### Wiring by layer

Two of the layers only.
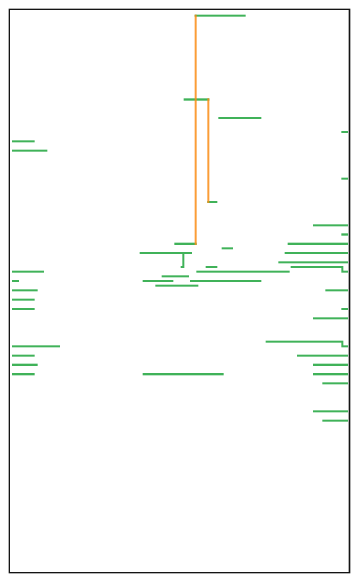
### Met2 routing

Bar = 10 um.
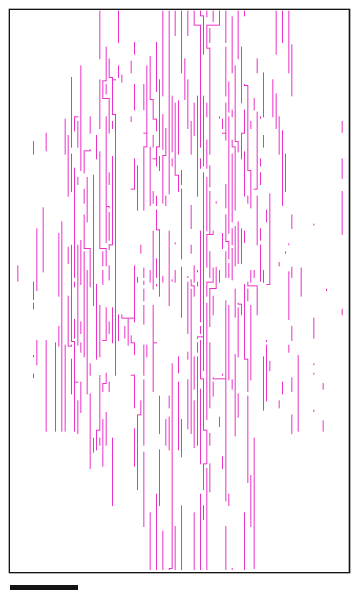
### Port wiring

Bar = 10 um.
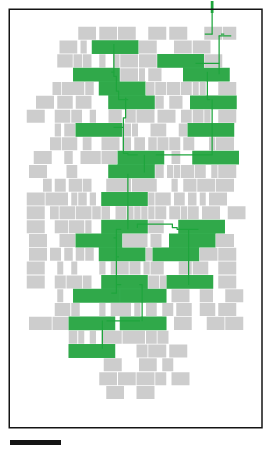
### Where the registers sit

Other sequential cells in the stronger gray, the rest of the logic in the fainter gray.
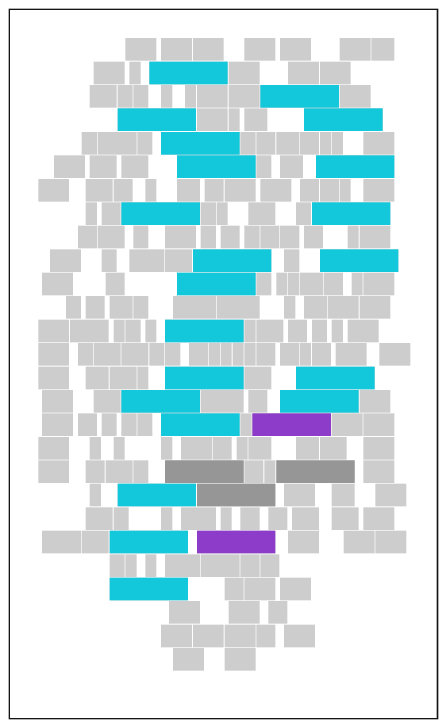
--- src/rtl/riscv_icache_pkg.sv ---
// Shared definitions for the instruction-cache miss controller and its tag/data arrays.
package riscv_icache_pkg;

    typedef enum logic [1:0] {
        S_LOOKUP,
        S_REFILL,
        S_TAG
    } icache_state_e;

    localparam int unsigned ICACHE_OFFSET = 6;
    localparam int unsigned ICACHE_BEATS  = 4;

endpackage

--- src/rtl/icache_ctrl_i.sv ---
// Instruction-cache miss controller: refills the addressed block and, for straddling
// instructions, the following block, stalling fetch until both are resident.
module icache_ctrl_i
    import riscv_icache_pkg::*;
#(
    parameter int unsigned ADDR   = 27,
    parameter int unsigned IDX    = 12,
    parameter int unsigned TAG    = 9,
    parameter int unsigned OFFSET = ICACHE_OFFSET,
    parameter int unsigned BEATS  = ICACHE_BEATS
) (
    input  logic                     clk,
    input  logic                     rst,
    input  logic                     cpu_req,
    input  logic [ADDR-1:0]          cpu_addr,
    input  logic                     missalign,
    input  logic                     hit,
    input  logic                     hit_missalign,
    output logic                     stall,
    output logic                     mem_req,
    output logic [ADDR-OFFSET-1:0]   mem_addr,
    input  logic                     mem_rvalid,
    output logic                     dwr_en,
    output logic [$clog2(BEATS)-1:0] dwr_beat,
    output logic                     dwr_align,
    output logic                     replace_tag,
    output logic                     valid_in,
    output logic                     replace_tag_align,
    output logic                     valid_in_align
);

    localparam int unsigned BW = $clog2(BEATS);
    localparam int unsigned BA = ADDR - OFFSET;

    if (TAG + IDX + OFFSET != ADDR) begin : g_bad_split
        $error("icache_ctrl_i: TAG+IDX+OFFSET must equal ADDR");
    end
    if (BEATS < 2 || (1 << BW) != BEATS) begin : g_bad_beats
        $error("icache_ctrl_i: BEATS must be a power of two >= 2");
    end

    icache_state_e state_q, state_d;
    logic [BW-1:0] cnt_q, cnt_d;
    logic          align_q, align_d;
    logic [BA-1:0] addr_q, addr_d;

    // Byte offset within the block is irrelevant to block-level refills.
    logic unused_offset;
    assign unused_offset = ^cpu_addr[OFFSET-1:0];

    always_ff @(posedge clk or negedge rst) begin
        if (!rst) begin
            state_q <= S_LOOKUP;
            cnt_q   <= '0;
            align_q <= 1'b0;
            addr_q  <= '0;
        end else begin
            state_q <= state_d;
            cnt_q   <= cnt_d;
            align_q <= align_d;
            addr_q  <= addr_d;
        end
    end

    always_comb begin
        state_d           = state_q;
        cnt_d             = cnt_q;
        align_d           = align_q;
        addr_d            = addr_q;
        mem_req           = 1'b0;
        dwr_en            = 1'b0;
        dwr_beat          = '0;
        dwr_align         = 1'b0;
        replace_tag       = 1'b0;
        valid_in          = 1'b0;
        replace_tag_align = 1'b0;
        valid_in_align    = 1'b0;

        case (state_q)
            S_LOOKUP: begin
                // Primary miss first; a double miss resolves as two back-to-back refills.
                if (cpu_req && !hit) begin
                    addr_d  = cpu_addr[ADDR-1:OFFSET];
                    align_d = 1'b0;
                    state_d = S_REFILL;
                end else if (cpu_req && missalign && !hit_missalign) begin
                    addr_d  = cpu_addr[ADDR-1:OFFSET] + BA'(1);
                    align_d = 1'b1;
                    state_d = S_REFILL;
                end
            end
            S_REFILL: begin
                mem_req = 1'b1;
                if (mem_rvalid) begin
                    dwr_en    = 1'b1;
                    dwr_beat  = cnt_q;
                    dwr_align = align_q;
                    if (cnt_q == BW'(BEATS - 1)) begin
                        cnt_d   = '0;
                        state_d = S_TAG;
                    end else begin
                        cnt_d = cnt_q + BW'(1);
                    end
                end
            end
            S_TAG: begin
                replace_tag       = !align_q;
                valid_in          = !align_q;
                replace_tag_align = align_q;
                valid_in_align    = align_q;
                state_d           = S_LOOKUP;
            end
            default: state_d = S_LOOKUP;
        endcase
    end

    assign stall    = cpu_req & ((state_q != S_LOOKUP) | !hit | (missalign & !hit_missalign));
    assign mem_addr = addr_q;

endmodule

--- config.mk ---
export PLATFORM = sky130hd
export DESIGN_NAME = icache_ctrl_i
export DESIGN_NICKNAME = d
export VERILOG_FILES = /design/src/rtl/riscv_icache_pkg.sv /design/src/rtl/icache_ctrl_i.sv
export SDC_FILE = /design/constraint.sdc
export NUM_CORES = 1
export LEC_CHECK = 0
export CORE_ASPECT_RATIO = 1.75
export CORE_MARGIN = 3
export CORE_UTILIZATION = 45
export CTS_CLUSTER_DIAMETER = 150
export DETAILED_ROUTE_END_ITERATION = 8
export PLACE_DENSITY = 0.88
export SLEW_MARGIN = 30
export SYNTH_ARGS = -nofsm -noshare
export SYNTH_HDL_FRONTEND = slang
export SYNTH_SLANG_ARGS = --single-unit
--- constraint.sdc ---
create_clock -name clk -period 2.8 [get_ports clk]
set_input_delay 0.42 -clock clk [delete_from_list [all_inputs] [get_ports clk]]
set_output_delay 0.42 -clock clk [all_outputs]
set_load 0.02 [all_outputs]
==> flow_summary.yaml <==
# implementation run metrics
outcome:
  status: "complete, no violations"
worst_setup_path:
  r2r_end: "mem_addr[4]"
  critPathLaunch: "hit_missalign"
  path_max_fanout: 3
  path_depth: 5
  critical_path_buf_inv_count: 2
synth:
  ys_area_um2: 1490
  yosysWarnings: 0
  synthTopCellsByCount: "dfrtp_1 (26), nand2_1 (24), o21ai_0 (17)"
  synth_area_per_cell_um2: 9.02
  fp_nets: 201
drt:
  ant_nets: 0
  wl_met3_um: 212
  wl_met2_um: 1950
  highest_layer: "met4"
job:
  warning_count: 32
clocking:
  insertion_delay_ns: 0.26
  cts-root-buf: "clkbuf_8"
  htree_levels: 1
  clockBufferDepth: 2
  hold_buffers: 0
  path_clk_slew_ns: 0.08
sta:
  tightest_slew_ns: 0.630
  worst_slack_ns: 0.483
  hold_violations: 0
placement:
  dp_hpwl_um: 2850
worst_hold_path:
  min-delay-start: "mem_addr[10]"
final_layout:
  syn_to_final_growth_pct: 44.2
power_and_ir_drop:
  p_per_area_nw_per_um2: 847
-- 'Wiring by layer' (at the start) --
- met3: green (wire length 213 um)
- met4: orange (wire length 48.3 um)
Total GRT Usage: 18.2%
total routed wirelength: 3500 um
Wirelength per Cell: 13.2 um
DR vias: 1454

-- 'Met2 routing' (at the start) --
- main direction: vertical
- longest straight run: 38.1 um
- nets with wire on the layer: 225
- share of all routed wire: 56%
- wire length on this layer: 1950 um

-- 'Port wiring' (at the start) --
- rst: green (direction input; edge north; end cells 26; buffers 2; wire 154 um)

-- 'Where the registers sit' (at the start) --
- mem_addr: cyan (flops 21)
- state_q: purple (flops 2)
- not colored: 3

## cells by family (layout without fill, tap and decap cells)
kind of cell	after synthesis	count (layout)
AND-OR/OR-AND	33	33
XOR/XNOR	12	12
adder cells (fa/ha/maj)	2	2
buffers and inverters	9	65
flip-flops	26	26
multiplexers	2	2
AND/OR/NAND/NOR	81	81
## flip-flops by register name, summed over array words and instances (netlist names)
| register | cells |
|---|---|
| mem_addr | 21 |
| state_q | 2 |
| cnt_q | 2 |
| align_q | 1 |
## cells in the final DEF (no fill, tap or decap), types with 4 or more instances in the layout
master | Yosys | final
a31oi_1 | 9 | 9
and3_1 | 5 | 5
clkdlybuf4s50_1 | 0 | 58
dfrtp_1 | 26 | 26
nand2_1 | 24 | 24
nand3_1 | 6 | 6
nand4_1 | 5 | 5
nor2_1 | 11 | 11
nor3_1 | 4 | 4
o21ai_0 | 17 | 17
or3_1 | 4 | 4
xnor2_1 | 10 | 10
## stage by stage
step | total power, uW | util (%) | hold WS (ns) | instance area, um^2
final | 1820 | 67.6 | 0.491 | 2150
after global routing | 1950 | 67.6 | 0.516 | 2150
after CTS | 1830 | 67.6 | 0.496 | 2150
after detailed placement | 1640 | 66.3 | 0.478 | 2110
after global placement | 1600 | 66.3 | 0.462 | 2110
after floorplan | 1150 | - | 0.124 | 1490
## cell type report
cell class,count,area (um^2)
repair buffers,61,603
multi-input cells,130,795
well taps,43,53.8
flip-flops and latches,26,651
clock buffers,3,41.3
inverters,1,3.75
fillers,277,1030
## report_power, final
part | switching (uW) | internal (uW) | total, uW
combinational | 485 | 468 | 953
sequential | 113 | 553 | 665
clock | 104 | 96.0 | 200
## metal layers
layer / up-vias / global-route usage, %
li1: 713 / -
met1: 683 / 19.1
met2: 54 / 36.3
met3: 4 / 2.87
met4: 0 / 6.09
met5: - / 0
No activity file was given, so power comes from the tool's default toggle rates.
